===== src/rtl/rob_retire_buffer_pkg.sv =====
// Types and constants shared by the reorder buffer.
//   ROB_DEPTH / ROB_IDX_W : number of rows and width of a ROB number
//   NUM_FU                : number of completion ports
//   p_reg                 : physical register address
//   rob_idx               : ROB row number
//   rob_row_struct        : one ROB row (status bits plus payload)
package rob_retire_buffer_pkg;

   localparam int ROB_DEPTH = 16;
   localparam int ROB_IDX_W = 4;
   localparam int NUM_FU    = 3;
   localparam int PREG_W    = 7;

   typedef logic [PREG_W-1:0]    p_reg;
   typedef logic [ROB_IDX_W-1:0] rob_idx;

   typedef struct packed {
      logic valid;
      logic complete;
      p_reg PRegAddrDst;
      p_reg OldPRegAddrDst;
      logic RegWrite;
   } rob_row_struct;

endpackage


===== src/rtl/rob_retire_buffer.sv =====
// 16-entry reorder buffer: in-order dispatch, out-of-order completion,
// in-order retire of at most one row per cycle.
// Ports:
//   clk, reset (async, active high), flush (sync squash of all rows)
//   disp_*   : dispatch request with new/old preg and RegWrite; disp_ready,
//              disp_rob_num report space and the row a dispatch receives
//   cmpl_*   : per-FU completion strobe and ROB number
//   retire_* : registered retire pulse with row number and committed preg
//   free_*   : registered old-preg release towards the free list
//   count, empty : occupancy
module rob_retire_buffer
   import rob_retire_buffer_pkg::*;
#(
   parameter int DEPTH  = rob_retire_buffer_pkg::ROB_DEPTH,
   parameter int IDX_W  = rob_retire_buffer_pkg::ROB_IDX_W,
   parameter int NUM_FU = rob_retire_buffer_pkg::NUM_FU
) (
   input  logic                    clk,
   input  logic                    reset,
   input  logic                    flush,
   input  logic                    disp_valid,
   input  logic [6:0]              disp_PRegAddrDst,
   input  logic [6:0]              disp_OldPRegAddrDst,
   input  logic                    disp_RegWrite,
   output logic                    disp_ready,
   output logic [IDX_W-1:0]        disp_rob_num,
   input  logic [NUM_FU-1:0]       cmpl_valid,
   input  logic [NUM_FU*IDX_W-1:0] cmpl_rob_num,
   output logic                    retire_valid,
   output logic [IDX_W-1:0]        retire_rob_num,
   output logic [6:0]              retire_PRegAddrDst,
   output logic                    free_valid,
   output logic [6:0]              free_preg,
   output logic [IDX_W:0]          count,
   output logic                    empty
);

   localparam logic [IDX_W-1:0] IDX_ZERO = {IDX_W{1'b0}};
   localparam logic [IDX_W-1:0] IDX_ONE  = {{(IDX_W-1){1'b0}}, 1'b1};
   localparam logic [IDX_W:0]   CNT_ZERO = {(IDX_W+1){1'b0}};
   localparam logic [IDX_W:0]   CNT_ONE  = {{IDX_W{1'b0}}, 1'b1};
   localparam logic [IDX_W:0]   CNT_FULL = (IDX_W+1)'(DEPTH);

   rob_row_struct    rows_r     [DEPTH];
   rob_row_struct    rows_nxt_s [DEPTH];
   logic [IDX_W-1:0] head_r, head_nxt_s;
   logic [IDX_W-1:0] tail_r, tail_nxt_s;
   logic [IDX_W:0]   count_r, count_nxt_s;

   logic             retire_valid_r, retire_valid_nxt_s;
   logic [IDX_W-1:0] retire_rob_num_r, retire_rob_num_nxt_s;
   p_reg             retire_dst_r, retire_dst_nxt_s;
   logic             free_valid_r, free_valid_nxt_s;
   p_reg             free_preg_r, free_preg_nxt_s;

   logic             disp_accept_s;
   logic             retire_s;
   logic [IDX_W-1:0] cmpl_idx_s [NUM_FU];

   // Dispatch acceptance uses the registered count only, so a retire in the
   // same cycle never frees a slot for a same-cycle dispatch.
   always_comb begin
      disp_accept_s = disp_valid && (count_r != CNT_FULL);
      retire_s      = rows_r[head_r].valid && rows_r[head_r].complete;
   end

   // Slice the packed completion bus into one ROB number per FU.
   always_comb begin
      for (int k = 0; k < NUM_FU; k++) begin
         cmpl_idx_s[k] = cmpl_rob_num[k*IDX_W +: IDX_W];
      end
   end

   // Next-state for rows, pointers, count and retire outputs. Order inside
   // the non-flush branch matters: completion, then dispatch write, then
   // retire clear, so a completion racing the head retire cannot revive it.
   always_comb begin
      rows_nxt_s           = rows_r;
      head_nxt_s           = head_r;
      tail_nxt_s           = tail_r;
      count_nxt_s          = count_r;
      retire_valid_nxt_s   = 1'b0;
      free_valid_nxt_s     = 1'b0;
      retire_rob_num_nxt_s = retire_rob_num_r;
      retire_dst_nxt_s     = retire_dst_r;
      free_preg_nxt_s      = free_preg_r;

      if (flush) begin
         for (int i = 0; i < DEPTH; i++) begin
            rows_nxt_s[i].valid    = 1'b0;
            rows_nxt_s[i].complete = 1'b0;
         end
         head_nxt_s  = IDX_ZERO;
         tail_nxt_s  = IDX_ZERO;
         count_nxt_s = CNT_ZERO;
      end else begin
         // Completions to rows that are not valid are dropped.
         for (int k = 0; k < NUM_FU; k++) begin
            if (cmpl_valid[k] && rows_r[cmpl_idx_s[k]].valid) begin
               rows_nxt_s[cmpl_idx_s[k]].complete = 1'b1;
            end else begin
               rows_nxt_s[cmpl_idx_s[k]].complete = rows_nxt_s[cmpl_idx_s[k]].complete;
            end
         end

         if (disp_accept_s) begin
            rows_nxt_s[tail_r].valid          = 1'b1;
            rows_nxt_s[tail_r].complete       = 1'b0;
            rows_nxt_s[tail_r].PRegAddrDst    = disp_PRegAddrDst;
            rows_nxt_s[tail_r].OldPRegAddrDst = disp_OldPRegAddrDst;
            rows_nxt_s[tail_r].RegWrite       = disp_RegWrite;
            tail_nxt_s                        = tail_r + IDX_ONE;
         end else begin
            tail_nxt_s = tail_r;
         end

         if (retire_s) begin
            retire_valid_nxt_s          = 1'b1;
            free_valid_nxt_s            = rows_r[head_r].RegWrite;
            retire_rob_num_nxt_s        = head_r;
            retire_dst_nxt_s            = rows_r[head_r].PRegAddrDst;
            free_preg_nxt_s             = rows_r[head_r].OldPRegAddrDst;
            rows_nxt_s[head_r].valid    = 1'b0;
            rows_nxt_s[head_r].complete = 1'b0;
            head_nxt_s                  = head_r + IDX_ONE;
         end else begin
            head_nxt_s = head_r;
         end

         case ({disp_accept_s, retire_s})
            2'b10:   count_nxt_s = count_r + CNT_ONE;
            2'b01:   count_nxt_s = count_r - CNT_ONE;
            default: count_nxt_s = count_r;
         endcase
      end
   end

   // State and output registers.
   always_ff @(posedge clk or posedge reset) begin
      if (reset) begin
         for (int i = 0; i < DEPTH; i++) begin
            rows_r[i] <= '0;
         end
         head_r           <= IDX_ZERO;
         tail_r           <= IDX_ZERO;
         count_r          <= CNT_ZERO;
         retire_valid_r   <= 1'b0;
         free_valid_r     <= 1'b0;
         retire_rob_num_r <= IDX_ZERO;
         retire_dst_r     <= 7'd0;
         free_preg_r      <= 7'd0;
      end else begin
         rows_r           <= rows_nxt_s;
         head_r           <= head_nxt_s;
         tail_r           <= tail_nxt_s;
         count_r          <= count_nxt_s;
         retire_valid_r   <= retire_valid_nxt_s;
         free_valid_r     <= free_valid_nxt_s;
         retire_rob_num_r <= retire_rob_num_nxt_s;
         retire_dst_r     <= retire_dst_nxt_s;
         free_preg_r      <= free_preg_nxt_s;
      end
   end

   // Output drive: registered state plus occupancy-derived flags.
   always_comb begin
      retire_valid       = retire_valid_r;
      retire_rob_num     = retire_rob_num_r;
      retire_PRegAddrDst = retire_dst_r;
      free_valid         = free_valid_r;
      free_preg          = free_preg_r;
      count              = count_r;
      empty              = (count_r == CNT_ZERO);
      disp_ready         = (count_r != CNT_FULL);
      disp_rob_num       = tail_r;
   end

endmodule


===== config.mk =====
export PLATFORM = sky130hd
export DESIGN_NAME = rob_retire_buffer
export DESIGN_NICKNAME = d
export VERILOG_FILES = /design/src/rtl/rob_retire_buffer_pkg.sv /design/src/rtl/rob_retire_buffer.sv
export SDC_FILE = /design/constraint.sdc
export NUM_CORES = 1
export LEC_CHECK = 0
export CORE_ASPECT_RATIO = 0.6
export CORE_MARGIN = 4
export CORE_UTILIZATION = 39
export CTS_BUF_LIST = sky130_fd_sc_hd__clkbuf_2 sky130_fd_sc_hd__clkbuf_4 sky130_fd_sc_hd__clkbuf_8
export CTS_CLUSTER_SIZE = 20
export DETAILED_ROUTE_END_ITERATION = 8
export HOLD_SLACK_MARGIN = 0.08
export PLACE_DENSITY = 0.59
export SETUP_SLACK_MARGIN = 0.5
export SLEW_MARGIN = 15
export SYNTH_ARGS = -nofsm -noshare
export SYNTH_HDL_FRONTEND = slang
export SYNTH_SLANG_ARGS = --single-unit
export TNS_END_PERCENT = 1

===== constraint.sdc =====
create_clock -name clk -period 26.9 [get_ports clk]
set_input_delay 6.725 -clock clk [delete_from_list [all_inputs] [get_ports clk]]
set_output_delay 6.725 -clock clk [all_outputs]
set_load 0.005 [all_outputs]

### I/O pins on the die edge

Drawn at 2 px/um. Pins as bars across the die edge, other pins in gray.
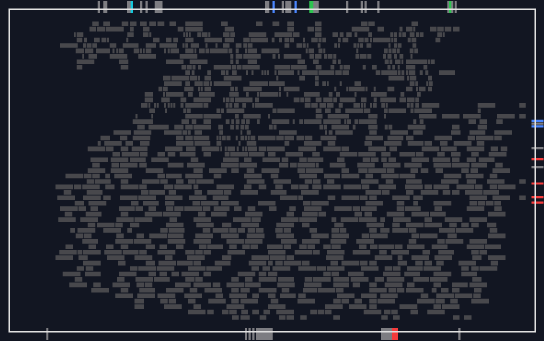
color	port	pins	direction	edge
cyan	empty	1	output	north
red	disp_PRegAddrDst	7	input	4 east, 3 south
green	cmpl_valid	3	input	north
blue	retire_rob_num	4	output	2 east, 2 north
all pins by edge	33 north, 23 south, 9 east

### A small window of the routed layout

Region (111, 60) to (151, 100) um. Cells in gray, sequential cells in the stronger gray; small squares are vias.
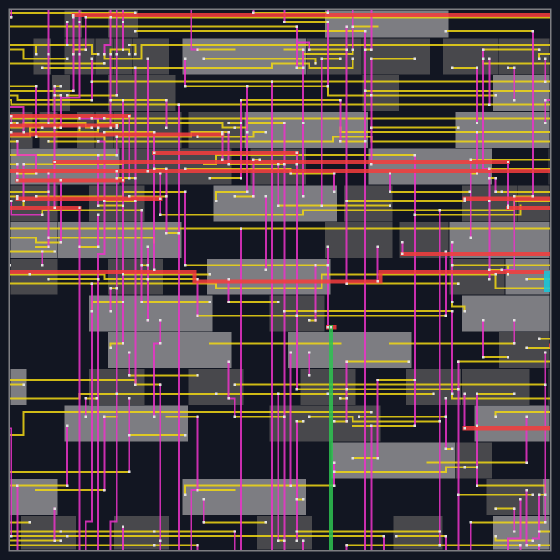
color	layer
yellow	M1
cyan	M5
red	M3
magenta	M2
green	M4
sequential cells in the window	18
most frequent	mux2_2 (20), dfrtp_1 (18), nand2_1 (8)
cells with their middle in the window	61

==> Flow_metrics.wiki <==
=== Physical design figures ===
{| class="wikitable"
! Metric !! Value
|-
| Switching fraction of total power || 0.246
|-
| Top library cells by usage in the layout, fill and taps aside || dfrtp_1 (303), mux2_2 (260), mux4_2 (91)
|-
| Initial antenna violation count || 2
|-
| Worst-margin pin slew || 1.22 ns
|-
| Number of pins with negative max-slew slack in the final report || 0
|-
| Xor+xnor area frac || 0.00521
|-
| Die Footprint || 42,100 um2
|-
| Internal power consumption || 0.000804 W
|-
| Netlist area before placement || 15,100 um2
|-
| R2r worst-path depth || 11
|-
| Largest cell class by area || sequential cells
|-
| Flop count || 305
|-
| Fraction of registers with async set or reset after synthesis || 1.00
|-
| End of the critical path || rows_r[83]
|-
| Largest incremental delay on the critical path || 1.13 ns
|-
| Ranking of synthesized cells by area || dfrtp_1 (50%), mux2_2 (19%), mux4_2 (14%), clkbuf_1 (1.5%), a21oi_1 (1.4%)
|-
| Clock network share of area || 0.0618
|-
| Comb power frac || 0.110
|-
| Achievable clock frequency || 106 MHz
|-
| Setup slack on the worst flop-to-flop path || 23.21 ns
|-
| Setup bufs post-CTS || 0
|-
| Synthesized area per cell || 14.0 um2
|-
| Total routing resource utilization after global routing || 0.194
|-
| CTS tree || done
|-
| Setup repair after global routing missed its margin || false
|-
| WL per Instance || 24.4 um
|-
| Clock network power share || 0.407
|-
| Clk pwr || 0.000433 W
|-
| Number of design-rule violations left by the first detailed-router iteration || 981
|-
| FF-to-FF Start || rows_r[219]
|-
| Worst IR drop on VDD || 0.0000249 V
|-
| CTS Root Buffer Type || clkbuf_8
|-
| Commonest register cell after synthesis || dfrtp_1
|-
| Cell seen most often among critical-path stages || mux4_2
|-
| Kind of critical path || input port to register
|-
| Area added between synthesis and finish || 14.1%
|-
| Yosys chip area || 15,100 um2
|-
| Area share of fa/ha/maj cells after synthesis || 0.0104
|-
| Hold/Removal Path Class || register to register
|-
| Nets || 1,169
|-
| Number of routed nets with antenna violations || 0
|-
| Buffer levels on the longest clock path || 3
|-
| Number of stages on the worst setup path || 8
|-
| Cell total in the yosys stat output || 1,079
|-
| Largest type area fraction || 0.505
|-
| Critical path endpoint category || register
|-
| Multi-input gate count || 680
|-
| Highest metal layer with signal wires || met5
|-
| First-pass GRT wire length || 63,400 um
|-
| Met3 track demand over resource in global routing || 0.0591
|-
| Number of buffers inserted by port buffering || 64
|-
| Syn Nets || 1,125
|-
| Power Total || 0.00107 W
|-
| Die X || 262 um
|-
| Normalized max-slew margin || 0.188
|-
| Data arrival, critical path || 9.86 ns
|-
| Worst reg2reg path endpoint || count[4]
|-
| Power dissipated in combinational cells || 0.000117 W
|-
| Area share of and-or/or-and cells after synthesis || 0.0453
|-
| Cell area after placement || 16,200 um2
|-
| Number of gates resized after cts || 0
|-
| Hold slack || 0.498 ns
|-
| Total met2 wirelength after detailed routing || 15,800 um
|-
| Global routing met1 resource utilization || 0.318
|-
| Leakage Power || 7.72 nW
|-
| Flip-flop and latch share of the layout cell area || 0.443
|-
| Num rows || 55
|-
| Fraction of layout instances using a drive strength above 1 || 0.396
|-
| Met3 Routed Length || 3560 um
|-
| Worst Path Max Fanout || 22
|-
| Gate count after technology mapping || 1,079
|-
| M2 GR Usage || 0.250
|-
| Clock network latency to the later pin of the worst-skew pair || 0.59 ns
|-
| # placed instances || 1,586
|-
| Area share of buffers outside the clock network || 0.0426
|-
| Number of clock sinks || 305
|-
| Library cell with the largest summed area after synthesis || dfrtp_1
|-
| Number of logic inverters in the finished layout || 13
|-
| Placer Congestion || 1.01
|-
| Run status || completed
|-
| Number of filler instances in the final layout || 3,386
|}
### Met2 routing

Drawn at 2 px/um. Cells faint in the background.
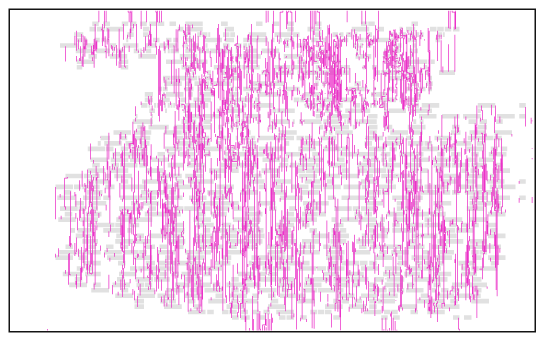
nets with wire on the layer	1,040
share of all routed wire	39%
main direction	vertical
longest straight run	65.3 um
wire length on this layer	15,800 um

### Metal layers overlaid

Drawn at 2 px/um. Only two layers are drawn.
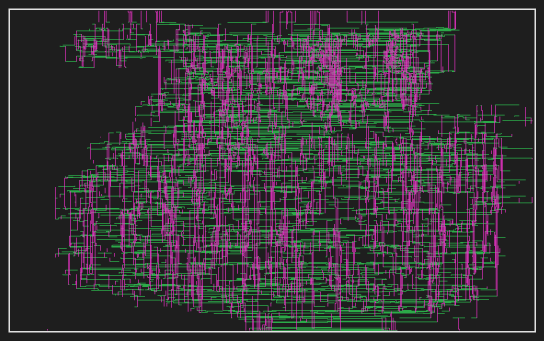
color	layer	wire length
magenta	M2	15,800 um
green	M1	20.9 mm

Power and IR drop assume default switching activity.
